===== config.mk =====
export PLATFORM = sky130hd
export DESIGN_NAME = filters_serial_fir
export DESIGN_NICKNAME = d
export VERILOG_FILES = /design/src/rtl/filters_serial_fir.sv
export SDC_FILE = /design/constraint.sdc
export NUM_CORES = 2
export LEC_CHECK = 0
export CAP_MARGIN = 30
export CORE_UTILIZATION = 59
export CTS_BUF_LIST = sky130_fd_sc_hd__clkbuf_4 sky130_fd_sc_hd__clkbuf_8
export CTS_CLUSTER_SIZE = 30
export DETAILED_ROUTE_END_ITERATION = 8
export PLACE_DENSITY = 0.79
export SLEW_MARGIN = 30
export SYNTH_ARGS = -nofsm -noshare
export SYNTH_HDL_FRONTEND = slang
export SYNTH_SLANG_ARGS = --single-unit
export TNS_END_PERCENT = 1

===== constraint.sdc =====
create_clock -name clk_i -period 13.68 [get_ports clk_i]
set_input_delay 1.368 -clock clk_i [delete_from_list [all_inputs] [get_ports clk_i]]
set_output_delay 1.368 -clock clk_i [all_outputs]
set_load 0.03 [all_outputs]

===== src/rtl/filters_serial_fir.sv =====
// rtl/filters_serial_fir.sv - time-multiplexed single-multiplier FIR filter
module filters_serial_fir #(
    parameter int DWIDTH = 16,
    parameter int CWIDTH = 16,
    parameter int TAPS   = 32,
    parameter int AWIDTH = 9,
    parameter int OWIDTH = DWIDTH + CWIDTH + $clog2(TAPS)
) (
    input  logic              clk_i,
    input  logic              rst_ni,
    input  logic [DWIDTH-1:0] sample_i,
    input  logic              sample_valid_i,
    output logic              sample_ready_o,
    output logic [AWIDTH-1:0] coef_addr_o,
    input  logic [CWIDTH-1:0] coef_i,
    output logic [OWIDTH-1:0] result_o,
    output logic              result_valid_o
);

    localparam int IW = $clog2(TAPS);
    localparam int PW = DWIDTH + CWIDTH;

    typedef enum logic [1:0] {
        IDLE  = 2'd0,
        RUN   = 2'd1,
        DRAIN = 2'd2
    } state_e;

    state_e                   state_q, state_d;
    logic [IW-1:0]            cnt_q, cnt_d;
    logic [IW-1:0]            idx_q;
    logic                     vld_q;
    logic                     ready_q, ready_d;
    logic signed [DWIDTH-1:0] x_q [TAPS];
    logic signed [OWIDTH-1:0] acc_q;
    logic signed [OWIDTH-1:0] result_q;
    logic                     result_valid_q;

    logic                     accept;
    logic signed [PW-1:0]     prod;
    logic signed [OWIDTH-1:0] prod_ext;
    logic signed [OWIDTH-1:0] sum;

    // ready is only ever high in IDLE, so a handshake implies IDLE
    assign accept = sample_valid_i && ready_q;

    // both operands widened to the full product width before multiplying
    assign prod     = PW'($signed(coef_i)) * PW'(x_q[idx_q]);
    assign prod_ext = OWIDTH'(prod);
    assign sum      = acc_q + prod_ext;

    assign sample_ready_o = ready_q;
    assign coef_addr_o    = (state_q == RUN) ? AWIDTH'(cnt_q) : '0;
    assign result_o       = result_q;
    assign result_valid_o = result_valid_q;

    // FSM state, tap counter and ready register
    always_ff @(posedge clk_i) begin
        if (!rst_ni) begin
            state_q <= IDLE;
            cnt_q   <= '0;
            ready_q <= 1'b0;
        end else begin
            state_q <= state_d;
            cnt_q   <= cnt_d;
            ready_q <= ready_d;
        end
    end

    // next-state: IDLE waits for a sample, RUN walks the ROM, DRAIN catches the last tap
    always_comb begin
        state_d = state_q;
        cnt_d   = cnt_q;
        ready_d = ready_q;
        case (state_q)
            IDLE: begin
                ready_d = 1'b1;
                cnt_d   = '0;
                if (accept) begin
                    state_d = RUN;
                    ready_d = 1'b0;
                end
            end
            RUN: begin
                ready_d = 1'b0;
                if (cnt_q == IW'(TAPS - 1)) begin
                    state_d = DRAIN;
                    cnt_d   = '0;
                end else begin
                    cnt_d = cnt_q + 1'b1;
                end
            end
            DRAIN: begin
                state_d = IDLE;
                ready_d = 1'b1;
            end
            default: begin
                state_d = IDLE;
                cnt_d   = '0;
                ready_d = 1'b0;
            end
        endcase
    end

    // delay line, accumulator and result; ROM data lags the address by one cycle
    always_ff @(posedge clk_i) begin
        if (!rst_ni) begin
            for (int k = 0; k < TAPS; k++) begin
                x_q[k] <= '0;
            end
            acc_q          <= '0;
            idx_q          <= '0;
            vld_q          <= 1'b0;
            result_q       <= '0;
            result_valid_q <= 1'b0;
        end else begin
            idx_q          <= cnt_q;
            vld_q          <= (state_q == RUN);
            result_valid_q <= 1'b0;
            if (accept) begin
                for (int k = TAPS - 1; k > 0; k--) begin
                    x_q[k] <= x_q[k-1];
                end
                x_q[0] <= $signed(sample_i);
                acc_q  <= '0;
            end
            if (vld_q) begin
                if (state_q == DRAIN) begin
                    result_q       <= sum;
                    result_valid_q <= 1'b1;
                    acc_q          <= '0;
                end else begin
                    acc_q <= sum;
                end
            end
        end
    end

endmodule

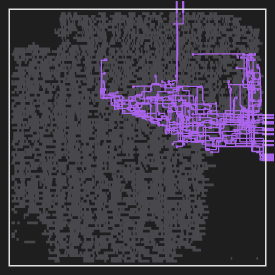
(images/port_trees.png)
(1 px per µm)
Purple shows coef_i, bits 16, direction input, end cells 256, buffers 17, wire 4,800 µm.
# IOs: 83
I/O Buffers: 78

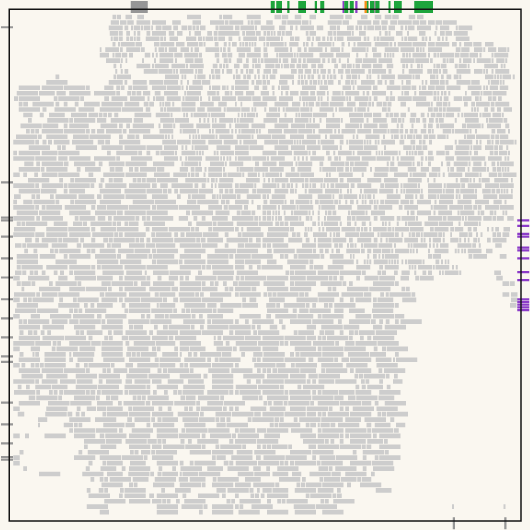
(images/pinout.png)
(2 px per µm) Pins as bars across the die edge, other pins in grey.
Orange shows result_valid_o, pins 1, direction output, edge north. Purple shows coef_i, pins 16, direction input, edge 14 east, 2 north. Green shows result_o, pins 37, direction output, edge north.
All pins by edge: 50 north, 17 west, 14 east, 2 south.

==> results.txt <==
impl run done, here's what came out: post-cts hold buffer count 0, vias in the first global route 24,100, total CTS buffers 95, Post-Syn Instances 2,935, CTS tree done, ys cells 2,935, initial antenna violation count 3, Non-clk invs 360, CP max FO 53, Logic cell area 18,700 µm², clock tree buffer depth 3, Worst Tran Pin Value 0.918 ns, Seq share, synth 45.4%, internal cell power 5.22 mW, Net Switching 4.22 mW, setup ws final 3.97 ns, WL/cell 19.1 µm, Area leader share 40.7%, M1 GR Usage 32.1%, area of placed instances 39,200 µm², met3 wire len 4.17 mm, CTS root buffer clkbuf_8, Most common cell on crit path fa_1, post-placement setup slack 3.91 ns, reg-to-reg slack, setup 3.97 ns, Worst Path Class, Setup flop to flop, Setup crit start kind flop, total track usage 24.2%, Hold Crit Class flop to flop, setup_tns 0 ns, Top cell excl fill/tap and2_1, Slew headroom 38.7%, clk slew on worst S/H paths 0.06 ns, Top Layer Used met4, nets 3,438, Top Layout Cells and2_1 (568), edfxtp_1 (512), inv_1 (359), Tmin final 9.71 ns, CP arrival 10.26 ns, Most flops, register x_q, Floorplan Utilization 59.8%, Post-Route Skew 0.0292 ns, number of distinct library cells after synthesis 62, hold depth 2, CP required 14.23 ns, WHS 0.453 ns, placed insts 3,720, largest net degree at the start of global routing 345, die area 65,100 µm², final period utilization 71.0%, combinational share of cell area 45.3%, CLK BUF 142, Routed Antenna Nets 0, area reported by Yosys stat 37,800 µm², combinational gate count 1,811, fin util 65.2%, count leader, synth and2_1, Reg power frac 23.5%, leakage dissipation 16.7 nW, tool warnings 35, outcome completed, bufs w/o clock 105, max reg flops 512, FF-to-FF End acc_q[35], final-report max-slew violation count 0, Pwr top combinational logic, number of flops mapped to enable cells by yosys 512, XOR Share, Synth 0.877%, Post-Synth Adder-Cell Area 20.5%, hold path endpoint result_o[6], Comb power 5.70 mW, worst r2r path cells 26, mux frac, synth 10.2%, Hold Crit Start result_o[6], Power, Total 9.44 mW, Critical Path End acc_q[35], Logic pwr share 60.4%, total gr overflow 0, met1 wire length 30.6 mm, Worst setup EP type flop, Cell Pwr Density 229 nW/µm², P_seq 2.22 mW, Top delay family on crit path adder cells, Slowest-stage cell, CP fa_1, # diodes 2, Sw Share 44.7%
Power is estimated from default activity; no workload was simulated.
